File: src/rtl/device_bus_router_pkg.sv
// Shared widths, register offsets, enums and address helpers for the device bus router.
package device_bus_pkg;

  localparam int ID_W   = 8;
  localparam int DATA_W = 16;
  localparam int ADDR_W = 16;
  localparam int CNT_W  = 8;
  localparam int IDX_W  = 4;

  // Upper address nibble that marks control space (0x0ddx).
  localparam logic [3:0] CTRL_NIBBLE = 4'h0;

  // Router register offsets, selected by short_address[1:0].
  localparam logic [1:0] REG_ROUTER_ID = 2'd0;
  localparam logic [1:0] REG_ERR_COUNT = 2'd1;
  localparam logic [1:0] REG_ERR_ADDR  = 2'd2;
  localparam logic [1:0] REG_STATUS    = 2'd3;

  // Read data returned after an aborted (timed-out) access.
  localparam logic [DATA_W-1:0] TIMEOUT_DATA = 16'hFFFF;

  // Source latched on each completing cycle; it selects the next cycle's read data.
  typedef enum logic [2:0] {
    SRC_NONE     = 3'd0,
    SRC_CHAN     = 3'd1,
    SRC_ROUTER   = 3'd2,
    SRC_UNMAPPED = 3'd3,
    SRC_TIMEOUT  = 3'd4
  } src_e;

  typedef enum logic {
    ST_IDLE = 1'b0,
    ST_WAIT = 1'b1
  } state_e;

  // Device ID from address bits [15:4]: control space uses [11:4], memory space [15:8].
  function automatic logic [ID_W-1:0] extract_id(input logic [11:0] addr_hi);
    logic [ID_W-1:0] id;
    if (addr_hi[11:8] == CTRL_NIBBLE) begin
      id = addr_hi[7:0];
    end else begin
      id = addr_hi[11:4];
    end
    return id;
  endfunction

endpackage

File: src/rtl/device_bus_router_decode.sv
// Address decoder: device ID extraction plus lowest-index priority match.
module device_bus_decode
  import device_bus_pkg::*;
#(
  parameter int unsigned                DEVICE_COUNT = 4,
  parameter logic [DEVICE_COUNT*ID_W-1:0] DEVICE_IDS = {8'h40, 8'h10, 8'h04, 8'h02},
  parameter logic [ID_W-1:0]            ROUTER_ID    = 8'hFE
) (
  input  logic [11:0]      address_hi,
  output logic [IDX_W-1:0] match_idx,
  output logic             hit,
  output logic             router_hit
);

  logic [ID_W-1:0] dev_id_s;

  assign dev_id_s = extract_id(address_hi);

  // Scan from the highest channel down so the lowest matching index is written last.
  always_comb begin
    match_idx  = '0;
    hit        = 1'b0;
    for (int i = int'(DEVICE_COUNT) - 1; i >= 0; i--) begin
      match_idx = (DEVICE_IDS[i*ID_W +: ID_W] == dev_id_s) ? IDX_W'(i) : match_idx;
      hit       = hit | (DEVICE_IDS[i*ID_W +: ID_W] == dev_id_s);
    end
    router_hit = (dev_id_s == ROUTER_ID);
  end

endmodule

File: src/rtl/device_bus_router.sv
// Device bus router: address decode, per-device wait-state handshake with timeout,
// registered read-data select and a small error/status register file at ROUTER_ID.
module device_bus_router
  import device_bus_pkg::*;
#(
  parameter int unsigned                  DEVICE_COUNT   = 4,
  parameter logic [DEVICE_COUNT*ID_W-1:0] DEVICE_IDS     = {8'h40, 8'h10, 8'h04, 8'h02},
  parameter logic [ID_W-1:0]              ROUTER_ID      = 8'hFE,
  parameter int unsigned                  TIMEOUT_CYCLES = 16
) (
  input  logic                           cpu_clock,
  input  logic                           reset,
  input  logic                           cpu_access,
  input  logic                           cpu_write_en,
  input  logic [ADDR_W-1:0]              cpu_address,
  input  logic [DATA_W-1:0]              cpu_data_out,
  output logic [DATA_W-1:0]              cpu_data_in,
  output logic                           cpu_stall,
  output logic [DEVICE_COUNT-1:0]        dev_select,
  output logic [DEVICE_COUNT-1:0]        dev_write_en,
  output logic                           dev_is_control,
  output logic [7:0]                     dev_short_address,
  output logic [DATA_W-1:0]              dev_data_out,
  input  logic [DEVICE_COUNT*DATA_W-1:0] dev_data_in,
  input  logic [DEVICE_COUNT-1:0]        dev_ready
);

  logic [IDX_W-1:0]        match_idx_s;
  logic                    hit_s;
  logic                    router_hit_s;
  logic                    chan_hit_s;
  logic [DEVICE_COUNT-1:0] chan_onehot_s;
  logic                    ready_s;
  logic                    select_en_s;
  logic                    rtr_write_s;
  logic                    err_unmapped_s;
  logic                    err_timeout_s;
  logic                    err_event_s;
  logic                    clr_count_s;
  logic [1:0]              sticky_clr_s;
  logic [DATA_W-1:0]       reg_rdata_s;

  state_e            state_q, state_d;
  logic [CNT_W-1:0]  wait_cnt_q, wait_cnt_d;
  src_e              src_q, src_d;
  logic [IDX_W-1:0]  src_idx_q, src_idx_d;
  logic [DATA_W-1:0] rtr_data_q, rtr_data_d;
  logic [DATA_W-1:0] err_count_q, err_count_d;
  logic [DATA_W-1:0] err_addr_q, err_addr_d;
  logic [1:0]        sticky_q, sticky_d;

  device_bus_decode #(
    .DEVICE_COUNT (DEVICE_COUNT),
    .DEVICE_IDS   (DEVICE_IDS),
    .ROUTER_ID    (ROUTER_ID)
  ) u_decode (
    .address_hi (cpu_address[15:4]),
    .match_idx  (match_idx_s),
    .hit        (hit_s),
    .router_hit (router_hit_s)
  );

  // The router's own ID takes precedence over any channel with the same ID.
  assign chan_hit_s = hit_s & ~router_hit_s;

  // One-hot form of the matched channel, empty when no channel is addressed.
  always_comb begin
    chan_onehot_s = '0;
    for (int i = 0; i < int'(DEVICE_COUNT); i++) begin
      chan_onehot_s[i] = chan_hit_s && (match_idx_s == IDX_W'(i));
    end
  end

  assign ready_s           = |(chan_onehot_s & dev_ready);
  assign dev_select        = select_en_s ? chan_onehot_s : '0;
  assign dev_write_en      = dev_select & {DEVICE_COUNT{cpu_write_en}};
  assign dev_is_control    = (cpu_address[15:12] == CTRL_NIBBLE);
  assign dev_short_address = cpu_address[7:0];
  assign dev_data_out      = cpu_data_out;

  // Handshake FSM next state, stall/strobe enables and the completion source.
  always_comb begin
    state_d        = state_q;
    wait_cnt_d     = wait_cnt_q;
    src_d          = SRC_NONE;
    src_idx_d      = '0;
    rtr_data_d     = rtr_data_q;
    cpu_stall      = 1'b0;
    select_en_s    = 1'b0;
    rtr_write_s    = 1'b0;
    err_unmapped_s = 1'b0;
    err_timeout_s  = 1'b0;
    case (state_q)
      ST_IDLE: begin
        if (cpu_access && chan_hit_s) begin
          select_en_s = 1'b1;
          if (ready_s) begin
            src_d     = SRC_CHAN;
            src_idx_d = match_idx_s;
          end else begin
            state_d    = ST_WAIT;
            wait_cnt_d = 8'd1;
            cpu_stall  = 1'b1;
          end
        end else if (cpu_access && router_hit_s) begin
          src_d       = SRC_ROUTER;
          rtr_data_d  = reg_rdata_s;
          rtr_write_s = cpu_write_en;
        end else if (cpu_access) begin
          src_d          = SRC_UNMAPPED;
          err_unmapped_s = 1'b1;
        end else begin
          src_d = SRC_NONE;
        end
      end
      ST_WAIT: begin
        if (cpu_access && chan_hit_s) begin
          if (ready_s) begin
            select_en_s = 1'b1;
            src_d       = SRC_CHAN;
            src_idx_d   = match_idx_s;
            state_d     = ST_IDLE;
            wait_cnt_d  = 8'd0;
          end else if (wait_cnt_q == CNT_W'(TIMEOUT_CYCLES)) begin
            // Abort: strobes and stall drop on this cycle.
            src_d         = SRC_TIMEOUT;
            err_timeout_s = 1'b1;
            state_d       = ST_IDLE;
            wait_cnt_d    = 8'd0;
          end else begin
            select_en_s = 1'b1;
            cpu_stall   = 1'b1;
            wait_cnt_d  = wait_cnt_q + 8'd1;
          end
        end else begin
          // Access withdrawn while waiting: give up quietly.
          state_d    = ST_IDLE;
          wait_cnt_d = 8'd0;
        end
      end
      default: begin
        state_d    = ST_IDLE;
        wait_cnt_d = 8'd0;
      end
    endcase
  end

  // Router register read mux, addressed by the low two address bits.
  always_comb begin
    case (cpu_address[1:0])
      REG_ROUTER_ID: reg_rdata_s = {8'h00, ROUTER_ID};
      REG_ERR_COUNT: reg_rdata_s = err_count_q;
      REG_ERR_ADDR:  reg_rdata_s = err_addr_q;
      REG_STATUS:    reg_rdata_s = {14'h0000, sticky_q};
      default:       reg_rdata_s = 16'h0000;
    endcase
  end

  // Error logging; an error event beats a CPU clear landing on the same cycle.
  always_comb begin
    err_event_s = err_unmapped_s | err_timeout_s;
    clr_count_s = rtr_write_s && (cpu_address[1:0] == REG_ERR_COUNT);
    if (rtr_write_s && (cpu_address[1:0] == REG_STATUS)) begin
      sticky_clr_s = cpu_data_out[1:0];
    end else begin
      sticky_clr_s = 2'b00;
    end
    if (err_event_s) begin
      if (clr_count_s) begin
        err_count_d = 16'h0001;
      end else if (err_count_q == 16'hFFFF) begin
        err_count_d = 16'hFFFF;
      end else begin
        err_count_d = err_count_q + 16'h0001;
      end
      err_addr_d = cpu_address;
    end else begin
      if (clr_count_s) begin
        err_count_d = 16'h0000;
      end else begin
        err_count_d = err_count_q;
      end
      err_addr_d = err_addr_q;
    end
    sticky_d = (sticky_q & ~sticky_clr_s) | {err_timeout_s, err_unmapped_s};
  end

  // Read data for the CPU, chosen by the source latched on the previous cycle.
  always_comb begin
    cpu_data_in = 16'h0000;
    case (src_q)
      SRC_CHAN: begin
        for (int i = 0; i < int'(DEVICE_COUNT); i++) begin
          cpu_data_in = (src_idx_q == IDX_W'(i)) ? dev_data_in[i*DATA_W +: DATA_W] : cpu_data_in;
        end
      end
      SRC_ROUTER:  cpu_data_in = rtr_data_q;
      SRC_TIMEOUT: cpu_data_in = TIMEOUT_DATA;
      default:     cpu_data_in = 16'h0000;
    endcase
  end

  // State, completion latch and router registers.
  always_ff @(posedge cpu_clock or posedge reset) begin
    if (reset) begin
      state_q     <= ST_IDLE;
      wait_cnt_q  <= 8'd0;
      src_q       <= SRC_NONE;
      src_idx_q   <= 4'd0;
      rtr_data_q  <= 16'h0000;
      err_count_q <= 16'h0000;
      err_addr_q  <= 16'h0000;
      sticky_q    <= 2'b00;
    end else begin
      state_q     <= state_d;
      wait_cnt_q  <= wait_cnt_d;
      src_q       <= src_d;
      src_idx_q   <= src_idx_d;
      rtr_data_q  <= rtr_data_d;
      err_count_q <= err_count_d;
      err_addr_q  <= err_addr_d;
      sticky_q    <= sticky_d;
    end
  end

endmodule
File: config.mk
export PLATFORM = sky130hd
export DESIGN_NAME = device_bus_router
export DESIGN_NICKNAME = d
export VERILOG_FILES = /design/src/rtl/device_bus_router_pkg.sv /design/src/rtl/device_bus_router_decode.sv /design/src/rtl/device_bus_router.sv
export SDC_FILE = /design/constraint.sdc
export NUM_CORES = 1
export LEC_CHECK = 0
export CAP_MARGIN = 0
export CORE_MARGIN = 1.5
export CORE_UTILIZATION = 45
export DETAILED_ROUTE_END_ITERATION = 6
export HOLD_SLACK_MARGIN = 0.1
export PLACE_DENSITY = 0.9
export SLEW_MARGIN = 20
export SYNTH_ARGS = -nofsm -noshare
export SYNTH_HDL_FRONTEND = slang
export SYNTH_SLANG_ARGS = --single-unit
File: constraint.sdc
create_clock -name cpu_clock -period 4.1 [get_ports cpu_clock]
set_clock_uncertainty 0.05 [all_clocks]
set_input_delay 0.82 -clock cpu_clock [delete_from_list [all_inputs] [get_ports cpu_clock]]
set_output_delay 0.82 -clock cpu_clock [all_outputs]
set_load 0.02 [all_outputs]
**Layout detail**

The bar under the picture is 5 um long. Window x 64 to 84, y 64 to 84 um. Cells in gray, sequential cells in the stronger gray; small squares are vias.
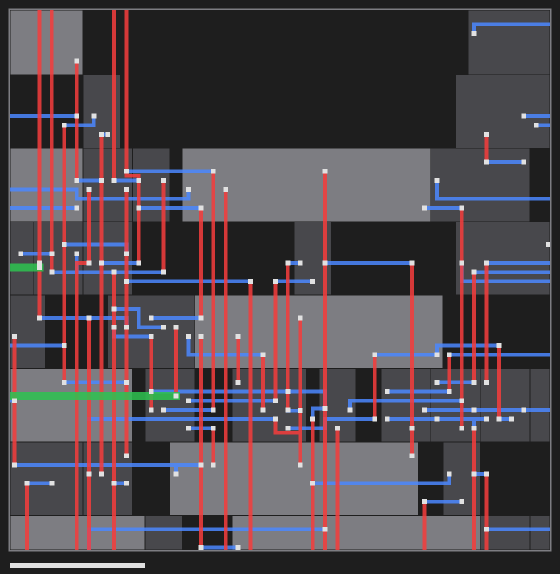
- green: met3
- red: met2
- blue: met1
- cells with their middle in the window: 23
- netlist names of flops here include: `rtr_data_q` (3)
- sequential cells in the window: 3
- most frequent: o21ai_0 (5)

**Track usage over the die**

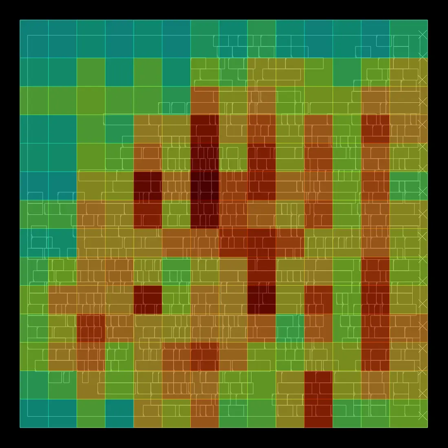
post-detailed-route wirelength per cell: 17.56 um
global routing met2 resource utilization: 0.4435
met3 Use GR: 0.04255
final design utilization: 0.6570
global route hottest layer: met2

**Wiring heat map**

20 x 20 tiles, from white (low) to dark blue (high), scaled to the fullest tile. Values are wire area over tile area, all layers added.
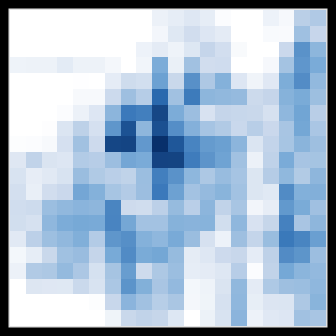
- fullest tile: 0.74
- densest ninth of the die: middle
- emptiest ninth of the die: top left
- nearly empty tiles: 18%
all-layer global routing usage: 0.2449
detailed-route wire length: 12,120 um
via count: 4,079

==> notes.md <==
The synthesis and place-and-route flow finished, so here is a summary.

After detailed routing, no signal wire sits above met4. The layout overhead on the synthesized area came out at 39.78%. The checks that failed: DRC. STA classifies the critical path startpoint as an input pin. The core region is 8806 um^2. Switching power as a fraction of the total was reported as 0.2720. The final instance count without filler cells came out at 690. Per the timing report, the achievable frequency comes out to 248.4 MHz. The average cell area after synthesis came out at 9.198 um^2. The starting density of the core is 0.4700. The met2 routed wirelength came out at 6143 um.

Post-CTS repair changed the size of 22 cells. The setup check on the worst reg-to-reg path leaves a slack of 1.38 ns. The number of cell rows came out at 34. The H-tree depth reported by CTS is 3. The count of input and output buffers came out at 125.

The type of destination of the critical path is an output port. After clock tree synthesis, the clock-pin slew on the worst setup and hold paths is 0.07 ns. The final layout reports a setup TNS of 0 ns. In this run, synthesis produced a sequential element count of 64.

The insertion delay of the later-clocked pin in the worst-skew pair is 0.34 ns. The clock period minus final worst setup slack came out at 4.026 ns. TritonCTS built the clock tree.

The number of nets at floorplan is 557. The top cell types in the final layout, fill and taps aside, are sky130_fd_sc_hd__clkdlybuf4s50_1, sky130_fd_sc_hd__dfrtp_1, sky130_fd_sc_hd__nand2_1. STA lists the endpoint of the worst register-to-register path as err_count_q[6]. The required time reported for the critical path endpoint is 3.23 ns. The number of nets in the layout came out at 685.

The final clock period utilization by the worst path is 0.9821. The cell count after placement came out at 675. Counting cells, the worst reg-to-reg path comes to 9. The largest fanout on the critical path came out at 3. The warning tally printed by Yosys for this design is 0. The die extent in x came out at 98.91 um. TritonCTS created 9 clock buffers.

The number of instances in the synthesized netlist is 450. The number of buffers inserted by post-CTS setup repair is 0. Across the run, the number of max-cap violations was 0. The flow ran to the end, but the final reports show violations. The async set or reset register ratio after synthesis is 1.000. Global routing finished with a remaining overflow of 0. The switching power of the nets came out at 0.4733 mW. In the per-layer breakdown of the detailed-route log, met1 shows 4572 um. The clock sink count came out at 64. The stage-log warning count is 27. After clock tree synthesis, the flow added hold-fix buffers numbering 0. Per the final layout report, the fraction of cells sized above drive strength 1 comes to 0.1856. For the pin with the worst max-slew slack, the measured transition is 0.7158 ns. The number of antenna violations at the first check in global routing is 0. The power report attributes to the sequential group a share of 0.438.

After its last routability iteration, the placer logged a weighted congestion of 0.9258. The post-route DRC violation count came out at 18. Fill cells in the final layout number 673.
power groups by stage:
stage          clock network, mW  registers (mW)  logic [mW]
2_1_floorplan                  0           0.747       0.226
4_1_cts                    0.612           0.759       0.372
5_1_grt                    0.633           0.770       0.408
6_report                   0.603           0.761       0.376
3_5_place_dp                   0           0.770       0.369
3_3_place_gp                   0           0.764       0.352
stage by stage:
step / util / setup WS [ns] / hold slack (ns) / power [mW] / cell area [um^2]
after floorplan: - / 0.4480 / 0.4001 / 0.9722 / 4139
after global placement: 0.6283 / -0.3507 / 0.4106 / 1.116 / 5533
after detailed placement: 0.6283 / -0.4625 / 0.4210 / 1.139 / 5533
after CTS: 0.6544 / 0.003241 / 0.4367 / 1.743 / 5763
after global routing: 0.6570 / -0.04067 / 0.4480 / 1.811 / 5786
final: 0.6570 / 0.07351 / 0.4315 / 1.740 / 5786
critical path, stage by stage:
cell,delay [ns]
sky130_fd_sc_hd__clkdlybuf4s50_1,0.43
sky130_fd_sc_hd__or4_4,0.57
sky130_fd_sc_hd__nor4_2,0.27
sky130_fd_sc_hd__buf_4,0.17
sky130_fd_sc_hd__buf_4,0.11
sky130_fd_sc_hd__o21a_1,0.16
sky130_fd_sc_hd__o2111ai_4,0.12
sky130_fd_sc_hd__nor2_1,0.16
sky130_fd_sc_hd__dlygate4sd2_1,0.35
cells by family (layout without fill, tap and decap cells):
logic type,Yosys count,in the layout,share of synthesized area
simple gates,142,142,0.1684
compound gates,129,129,0.2004
buf+inv,76,208,0.09522
flops,64,64,0.3869
mux,34,34,0.1357
fa+ha+maj,3,3,0.009070
xor+xnor,2,2,0.004233
sequential cells by signal, indices dropped and copies added (netlist names):
name and cells:
src_idx_q 2, err_count_q 16, err_addr_q 16, state_q 1, rtr_data_q 16, sticky_q 2
src_q 3, wait_cnt_q 8
worst max-delay path by stage:
stage,from,to,slack (ns),cells after the start
finish,cpu_address[12],cpu_stall,0.07,9
CTS,cpu_address[8],dev_select[3],0.003,8
floorplan,cpu_address[8],dev_write_en[0],0.45,6
detailed placement,cpu_address[8],dev_select[2],-0.46,8
global placement,cpu_address[8],dev_write_en[0],-0.35,8
global route,cpu_address[12],cpu_stall,-0.04,9
Yosys cell counts, drive strengths merged (2+ instances only):
cell	n	area, um^2
dfrtp	64	1602
nand2	43	161.4
o21ai	41	216.5
nor2	33	123.9
buf	31	225.2
inv	29	108.9
a21oi	27	135.1
mux2	17	191.4
clkbuf	16	60.06
mux4	16	360.4
o22ai	16	100.1
nand3	15	75.07
nor3	12	60.06
a22oi	9	67.56
nor2b	8	50.05
a211oi	7	52.55
and3	7	43.79
a311oi	5	43.79
a31oi	5	31.28
a22o	4	35.03
nor4b	4	35.03
ha	3	37.54
nand4	3	18.77
o2111ai	3	43.80
or4	3	26.27
a21o	2	15.01
and2	2	12.51
nand2b	2	12.51
nor4	2	12.51
o21a	2	15.01
or2	2	12.51
xnor2	2	17.52
cell type report:
cell class	instances	area, um^2	share of cell area
Multi-Input combinational cell	310	2192	0.3789
Sequential cell	64	1602	0.2768
Timing Repair Buffer	164	1528	0.2641
Clock buffer	12	155.1	0.02682
Tap cell	108	135.1	0.02336
Inverter	29	108.9	0.01881
Clock inverter	3	65.06	0.01125
Power and IR drop assume default switching activity.
